**src/rtl/addpipe_pkg.sv**
```systemverilog
// Shared constants and helpers for the pipelined adder and its inter-stage buffers.
package addpipe_pkg;

    localparam int ADD_WIDTH  = 32;
    localparam int PIPE_DEPTH = 3;

    // Elaboration-time ceil(log2(n)); n <= 1 yields 0.
    function automatic int clog2(input int n);
        int r;
        r = 0;
        for (int i = 0; i < 31; i++) begin
            if ((1 << i) < n) r = i + 1;
        end
        return r;
    endfunction

endpackage

```
**src/rtl/pipe_slot.sv**
```systemverilog
// One elastic pipeline slot: a valid bit plus a data register that loads only with valid data.
module pipe_slot
    import addpipe_pkg::*;
#(
    parameter int WIDTH = ADD_WIDTH
) (
    input  logic             clk,
    input  logic             clr_n,
    input  logic             flush,
    input  logic             ready,
    input  logic             v_in,
    input  logic [WIDTH-1:0] d_in,
    output logic             v,
    output logic [WIDTH-1:0] d
);

    always_ff @(posedge clk or negedge clr_n) begin
        if (!clr_n) begin
            v <= 1'b0;
            d <= '0;
        end else if (flush) begin
            v <= 1'b0;
        end else if (ready) begin
            v <= v_in;
            if (v_in) d <= d_in;
        end
    end

endmodule

```
**src/rtl/pipe_reg_chain.sv**
```systemverilog
// Elastic valid/ready register chain of DEPTH slots with combinational backward stall and bubble collapse.
// Optional occupancy counter enabled by defining PIPE_OCC_EN.
module pipe_reg_chain
    import addpipe_pkg::*;
#(
    parameter int WIDTH = ADD_WIDTH,
    parameter int DEPTH = PIPE_DEPTH
`ifdef PIPE_OCC_EN
    , localparam int OCC_W = clog2(DEPTH + 1)
`endif
) (
    input  logic             clk,
    input  logic             clr_n,
    input  logic             flush,
    input  logic             in_valid,
    output logic             in_ready,
    input  logic [WIDTH-1:0] in_data,
    output logic             out_valid,
    input  logic             out_ready,
    output logic [WIDTH-1:0] out_data
`ifdef PIPE_OCC_EN
    , output logic [OCC_W-1:0] occupancy
`endif
);

    if (DEPTH < 1) begin : g_bad_depth
        $error("pipe_reg_chain: DEPTH must be >= 1");
    end

    logic [DEPTH:0]                rdy;
    logic [DEPTH-1:0]              v;
    logic [DEPTH-1:0]              v_in;
    logic [DEPTH-1:0][WIDTH-1:0]   d;
    logic [DEPTH-1:0][WIDTH-1:0]   d_in;

    // A slot can take new data if it is empty or its successor can take its contents.
    always_comb begin
        rdy        = '0;
        rdy[DEPTH] = out_ready;
        for (int i = DEPTH - 1; i >= 0; i--) begin
            rdy[i] = !v[i] || rdy[i+1];
        end
    end

    assign in_ready = rdy[0] & ~flush;

    for (genvar i = 0; i < DEPTH; i++) begin : g_slot
        if (i == 0) begin : g_head
            assign v_in[i] = in_valid & in_ready;
            assign d_in[i] = in_data;
        end else begin : g_body
            assign v_in[i] = v[i-1];
            assign d_in[i] = d[i-1];
        end

        pipe_slot #(.WIDTH(WIDTH)) u_slot (
            .clk   (clk),
            .clr_n (clr_n),
            .flush (flush),
            .ready (rdy[i]),
            .v_in  (v_in[i]),
            .d_in  (d_in[i]),
            .v     (v[i]),
            .d     (d[i])
        );
    end

    // Masking with flush keeps a flush cycle free of any output transfer.
    assign out_valid = v[DEPTH-1] & ~flush;
    assign out_data  = d[DEPTH-1];

`ifdef PIPE_OCC_EN
    logic in_xfer;
    logic out_xfer;

    assign in_xfer  = in_valid & in_ready;
    assign out_xfer = out_valid & out_ready;

    always_ff @(posedge clk or negedge clr_n) begin
        if (!clr_n) begin
            occupancy <= '0;
        end else if (flush) begin
            occupancy <= '0;
        end else if (in_xfer && !out_xfer) begin
            occupancy <= occupancy + OCC_W'(1);
        end else if (!in_xfer && out_xfer) begin
            occupancy <= occupancy - OCC_W'(1);
        end
    end
`endif

endmodule

```
**config.mk**
```make
export PLATFORM = sky130hd
export DESIGN_NAME = pipe_reg_chain
export DESIGN_NICKNAME = d
export VERILOG_FILES = /design/src/rtl/addpipe_pkg.sv /design/src/rtl/pipe_slot.sv /design/src/rtl/pipe_reg_chain.sv
export SDC_FILE = /design/constraint.sdc
export NUM_CORES = 1
export LEC_CHECK = 0
export CORE_MARGIN = 5
export CORE_UTILIZATION = 52
export DETAILED_ROUTE_END_ITERATION = 8
export PLACE_DENSITY = 0.89
export SYNTH_ARGS = -nofsm -noshare
export SYNTH_HDL_FRONTEND = slang
export SYNTH_SLANG_ARGS = --single-unit
```
**constraint.sdc**
```tcl
create_clock -name clk -period 2.16 [get_ports clk]
set_input_delay 0.432 -clock clk [delete_from_list [all_inputs] [get_ports clk]]
set_output_delay 0.432 -clock clk [all_outputs]
set_load 0.01 [all_outputs]
```
run_1/congestion.png
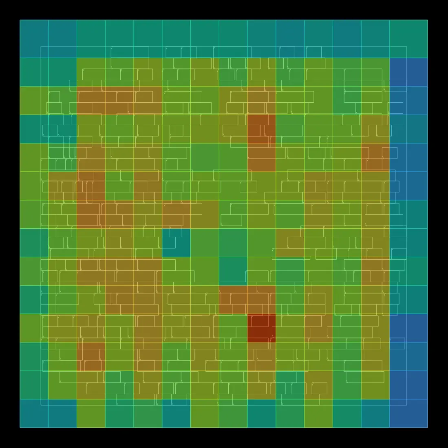
met3 usage: 0.0715
met1 global-route usage: 0.182
met2 usage: 0.227
Core Util, Final: 0.640

run_1/detail.png
Region (34, 54) to (64, 84) um. Cells in grey, sequential cells in the stronger grey; small squares are vias.
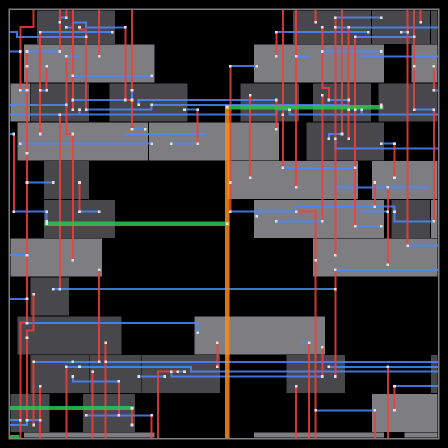
colour	layer
green	metal 3
blue	metal 1
orange	metal 4
red	metal 2
netlist names of flops here include	g_slot.u_slot.d (11)
most frequent	dfrtp_1 (11), mux2_2 (7), mux2_4 (5)
cells with their middle in the window	31
sequential cells in the window	11

==> results.json, run 1 <==
{
  "fin_area_mm2": 0.00494,
  "powerDensity_mw_per_mm2": 1060,
  "grt_max_degree": 100,
  "hold_viol": 0,
  "power_mw": 5.22,
  "dp_cells": 391,
  "tapCellCount": 102,
  "max_cap_violations": 0,
  "die-area_mm2": 0.00978,
  "drtAntennaViolNets": 0,
  "routedLengthMet1_um": 2940,
  "gp_congestion": 0.722,
  "cts_sinks": 99,
  "cp-start-kind": "input pin",
  "yosys_warnings": 0,
  "max_stage_delay_ns": 0.54,
  "setup_viol": 0,
  "post-place-ws_ns": 0.0174,
  "vias": 2014,
  "core-area_mm2": 0.00773,
  "tightest_slew_ns": 0.508,
  "postCtsSetupRepairBufs": 0,
  "ys_cells": 252,
  "setup.worst_path.start": "flush",
  "crit_buf_inv": 2,
  "cp_top_family": "buffers and inverters",
  "top_regs": "g_slot.u_slot.d x96, g_slot.u_slot.v x3",
  "tns_ns": 0,
  "wire_per_inst_um": 16.2,
  "dp_hpwl_um": 4510,
  "cts_tree": "yes",
  "die_w_um": 98.9,
  "final_net_count": 337,
  "p_switching_mw": 1.32,
  "crit_required_ns": 1.73,
  "cts.clk_slew.worst_paths_ns": 0.09,
  "r2r_end": "g_slot[2].u_slot.d[28]",
  "worstSkewPairLatency_ns": 0.36,
  "nClkBuffers": 11,
  "pwr-share-clk": 0.234,
  "grt_pass1_wl_um": 11200,
  "cts_root_buf": "clkbuf_8",
  "finalCriticalPeriod_ns": 2.01,
  "busiest_layer": "met2",
  "rows": 32,
  "logic_gates": 108,
  "met3WireLength_um": 488,
  "powerClk_mw": 1.22,
  "ys_seq_share": 0.603,
  "clk_share": 0.0428,
  "path_class": "in -> out",
  "seq_power_share": 0.502,
  "fp_util": 0.532,
  "port_buffers": 70,
  "whs_ns": 0.106,
  "largest_area_cell": "dfrtp_1",
  "dr.pass1.iters": 4,
  "hold_path.class": "in -> async",
  "combPwrFrac": 0.264,
  "highest_layer": "met4",
  "r2r_start": "g_slot[2].u_slot.v",
  "cp_cell_sequence": "clkdlybuf4s50_1, nor2b_1, clkdlybuf4s50_1",
  "logic_area_mm2": 0.00129,
  "yosysUniqueCellTypes": 16,
  "tool_warnings": 26,
  "slowest_stage": "clkdlybuf4s50_1",
  "io_pins": 71,
  "cp_max_fo": 4,
  "synth.top_cell.area_share": 0.603,
  "n_antenna_cell": 0,
  "clock.fmax_mhz": 498,
  "die_y_um": 98.9,
  "yosys_area_mm2": 0.00411,
  "cp.depth": 3,
  "finalClockSkew_ns": 0.0103,
  "grt_usage": 0.145,
  "htreeDepth": 3,
  "netlist_area_mm2": 0.00411,
  "end_kind": "output port",
  "syn_inst": 252,
  "drt_iter0_drc": 43,
  "buffer_area_frac": 0.167,
  "grt_overflow": 0,
  "first_global_vias": 2233,
  "final.setup.worst_slack_ns": 0.151,
  "worstSetupEndpoint": "out_valid",
  "most-common-layout-cells": "dfrtp_1 (99), clkdlybuf4s50_1 (68), mux2_2 (66)",
  "largest_register_ff_count": 96,
  "status": "complete, no violations",
  "rsz0062_at_grt": "no",
  "pg_seq_mw": 2.62,
  "antenna_found_initial": 0,
  "cts_buffer_depth": 2,
  "irDropWorstVdd_mv": 0.558,
  "area_leaders": "dfrtp_1 (60%), mux2_2 (18%), mux2_4 (11%)",
  "drcViolationCount": 0,
  "seqAreaFraction": 0.501,
  "p_int_mw": 3.90,
  "syn_to_final_growth_pct": 20.3,
  "largest_register": "g_slot.u_slot.d",
  "syn_avg_cell_area_um2": 16.3,
  "period_used_share": 0.930,
  "swShare": 0.253,
  "flops": 99,
  "place_area_mm2": 0.00473,
  "inverters_excl_clock": 2,
  "dominant_cells": "sequential cells",
  "drive_above_1_share": 0.413,
  "nNonClkBuffers": 80,
  "crit_top_cell": "clkdlybuf4s50_1",
  "cts_buffers": 9,
  "worstPathArrival_ns": 1.58,
  "synth_flops": 99,
  "maxSlewHeadroom": 0.661,
  "wl_met2_um": 3120
}
run_1/logic_types.png
Drawn at 4 px/um.
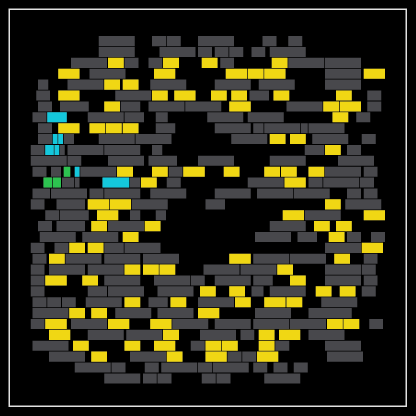
colour	family	cells	most used
green	inverting AOI/OAI gates	3	a31oi_1
yellow	multiplexers	96	mux2_2
cyan	NOR gates	7	nor2_1
Top cell excl fill/tap: dfrtp_1
Finished Layout Cells: 407
logic share of the area: 0.262

-- run 1: synthesized netlist by cell type --
cell / n
a211o_1: 1
a21oi_1: 1
a311o_4: 1
a31oi_1: 2
buf_2: 3
buf_4: 32
buf_6: 7
clkbuf_1: 1
dfrtp_1: 99
inv_1: 2
mux2_2: 66
mux2_4: 30
nor2_1: 4
nor2b_1: 1
nor2b_4: 1
nor3b_2: 1
-- run 1: repair_timing --
item,in CTS,in global routing
hold buffers,0,0
hold endpoints to repair,0,0
resized,0,1
endpoints found under the setup margin,0,1
-- run 1: logic make-up (layout without fill, tap and decap cells) --
group / count (synthesis) / count (layout) / synth area share
compound gates: 5 / 5 / 0.0113
buf+inv: 45 / 98 / 0.0840
flops: 99 / 99 / 0.603
mux: 96 / 96 / 0.290
simple gates: 7 / 7 / 0.0116
==> run 1 -> run 2 <==
--- a/config.mk
+++ b/config.mk
@@ -7,7 +7,9 @@
 export LEC_CHECK = 0
 export CORE_MARGIN = 5
 export CORE_UTILIZATION = 52
+export CTS_CLUSTER_DIAMETER = 50
 export DETAILED_ROUTE_END_ITERATION = 8
+export GPL_ROUTABILITY_DRIVEN = 0
 export PLACE_DENSITY = 0.89
 export SYNTH_ARGS = -nofsm -noshare
 export SYNTH_HDL_FRONTEND = slang
run_2/detail.png
Region (34, 54) to (64, 84) um. Cells in grey, sequential cells in the stronger grey; small squares are vias.
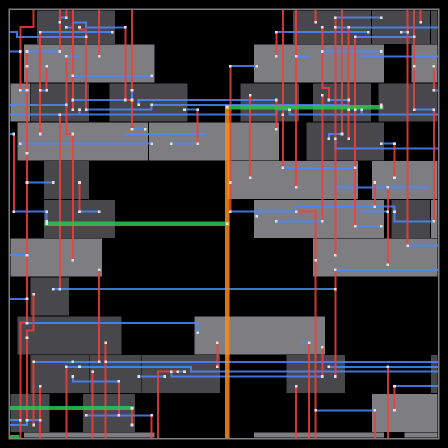
colour	layer
orange	metal 4
red	metal 2
blue	metal 1
green	metal 3
most frequent	dfrtp_1 (11), mux2_2 (7), mux2_4 (5)
sequential cells in the window	11
netlist names of flops here include	g_slot.u_slot.d (11)
cells with their middle in the window	31

==> run 2 against run 1 <==
  * Sequential share of layout area is the same
  * Non-clock buffer count is the same
  * Clock power is essentially flat
  * Hold slack is the same
  * Global-route usage is the same
  * Critical path type unchanged
==> results.json, run 2 <==
{
  "antenna_found_initial": 0,
  "cp_cell_sequence": "clkdlybuf4s50_1, nor2b_1, clkdlybuf4s50_1",
  "dr.pass1.iters": 4,
  "crit_required_ns": 1.73,
  "die-area_mm2": 0.00978,
  "rsz0062_at_grt": "no",
  "tns_ns": 0,
  "maxSlewHeadroom": 0.661,
  "fp_util": 0.532,
  "drtAntennaViolNets": 0,
  "most-common-layout-cells": "dfrtp_1 (99), clkdlybuf4s50_1 (68), mux2_2 (66)",
  "routedLengthMet1_um": 2940,
  "max_stage_delay_ns": 0.54,
  "period_used_share": 0.930,
  "flops": 99,
  "area_leaders": "dfrtp_1 (60%), mux2_2 (18%), mux2_4 (11%)",
  "fin_area_mm2": 0.00494,
  "irDropWorstVdd_mv": 0.558,
  "io_pins": 71,
  "tightest_slew_ns": 0.508,
  "largest_register": "g_slot.u_slot.d",
  "cp_max_fo": 4,
  "largest_register_ff_count": 96,
  "comb-cell-share": 0.262,
  "yosysMostFrequentCell": "dfrtp_1",
  "nClkBuffers": 11,
  "slowest_stage": "clkdlybuf4s50_1",
  "place_area_mm2": 0.00473,
  "logic_area_mm2": 0.00129,
  "syn_to_final_growth_pct": 20.3,
  "p_switching_mw": 1.32,
  "crit_buf_inv": 2,
  "postLayoutCoreUtil": 0.640,
  "drcViolationCount": 0,
  "cts_buffers": 9,
  "cts_root_buf": "clkbuf_8",
  "tool_warnings": 26,
  "port_buffers": 70,
  "dp_hpwl_um": 4510,
  "htreeDepth": 3,
  "netlist_area_mm2": 0.00411,
  "pg_seq_mw": 2.62,
  "worstPathArrival_ns": 1.58,
  "busiest_layer": "met2",
  "final_common_cell": "dfrtp_1",
  "wire_per_inst_um": 16.2,
  "seqAreaFraction": 0.501,
  "final.setup.worst_slack_ns": 0.151,
  "drive_above_1_share": 0.413,
  "cp-start-kind": "input pin",
  "end_kind": "output port",
  "post-place-ws_ns": 0.0174,
  "combPwrFrac": 0.264,
  "grt_use_met2": 0.227,
  "inverters_excl_clock": 2,
  "largest_area_cell": "dfrtp_1",
  "setup_viol": 0,
  "logic_gates": 108,
  "yosysUniqueCellTypes": 16,
  "use_met3": 0.0715,
  "powerDensity_mw_per_mm2": 1060,
  "grt_use_met1": 0.182,
  "clock.fmax_mhz": 498,
  "setup.worst_path.start": "flush",
  "ff_type": "dfrtp_1",
  "power_mw": 5.22,
  "swShare": 0.253,
  "clk_share": 0.0428,
  "powerClk_mw": 1.22,
  "dp_cells": 391,
  "pwr-share-clk": 0.234,
  "buffer_area_frac": 0.167,
  "finalClockSkew_ns": 0.0103,
  "synth_flops": 99,
  "top_regs": "g_slot.u_slot.d x96, g_slot.u_slot.v x3",
  "core-area_mm2": 0.00773,
  "hold_path.class": "in -> async",
  "finalCriticalPeriod_ns": 2.01,
  "grt_pass1_wl_um": 11200,
  "ys_cells": 252,
  "p_comb_mw": 1.38,
  "synth.top_cell.area_share": 0.603,
  "edf_count": 0,
  "hold_viol": 0,
  "syn_avg_cell_area_um2": 16.3,
  "cts_hold_buffers": 0,
  "cts_buffer_depth": 2,
  "dominant_cells": "sequential cells",
  "worstSkewPairLatency_ns": 0.36,
  "crit_top_cell": "clkdlybuf4s50_1",
  "n_antenna_cell": 0,
  "r2r_start": "g_slot[2].u_slot.v",
  "nNonClkBuffers": 80,
  "grt_overflow": 0,
  "common_cells": "dfrtp_1 (99), mux2_2 (66), buf_4 (32), mux2_4 (30), buf_6 (7)",
  "first_global_vias": 2233,
  "highest_layer": "met4",
  "die_w_um": 98.9,
  "cp_top_family": "buffers and inverters",
  "status": "complete, no violations",
  "async_flop_share": 1.00,
  "final_net_count": 337,
  "wl_met2_um": 3120,
  "yosys_area_mm2": 0.00411,
  "cts_sinks": 99,
  "p_int_mw": 3.90,
  "syn_inst": 252,
  "ys_seq_share": 0.603,
  "yosys_warnings": 0,
  "grt_max_degree": 100,
  "cts_tree": "yes",
  "vias": 2014,
  "path_class": "in -> out",
  "rows": 32
}
run_2/wires.png
Drawn at 4 px/um. Two of the layers only.
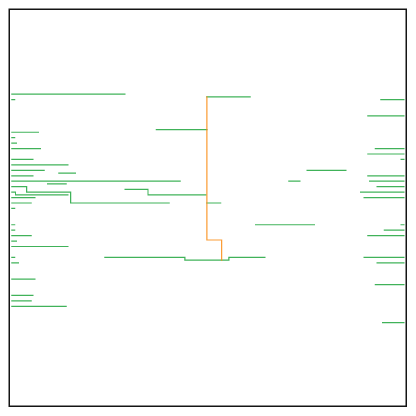
colour	layer	wire length
green	metal 3	489 um
orange	metal 4	44.5 um
WL final: 6590 um
global router's overall resource usage: 0.145

-- run 2: final timing paths --
check                                               to  slack [ns]  cells after the start
max in group asynchronous       g_slot[1].u_slot.d[14]        1.65                      2
min in group clk                g_slot[2].u_slot.d[12]        0.50                      1
worst min register to register  g_slot[2].u_slot.d[12]        0.50                      1
worst min-delay path            g_slot[0].u_slot.d[10]        0.11                      2
worst max register to register  g_slot[2].u_slot.d[28]        0.55                      5
worst max-delay path                         out_valid        0.15                      3
-- run 2: cell families after synthesis --
group,count (synthesis),share of synthesized area
compound gates,5,0.0113
buf+inv,45,0.0840
flops,99,0.603
mux,96,0.290
simple gates,7,0.0116
-- run 2: repair_timing --
action	in CTS	in global routing
hold endpoints to repair	0	0
setup buffers	0	0
endpoints found under the setup margin	0	1
gates resized	0	1
Power figures rest on the tool's default switching activity, not on a simulated workload.
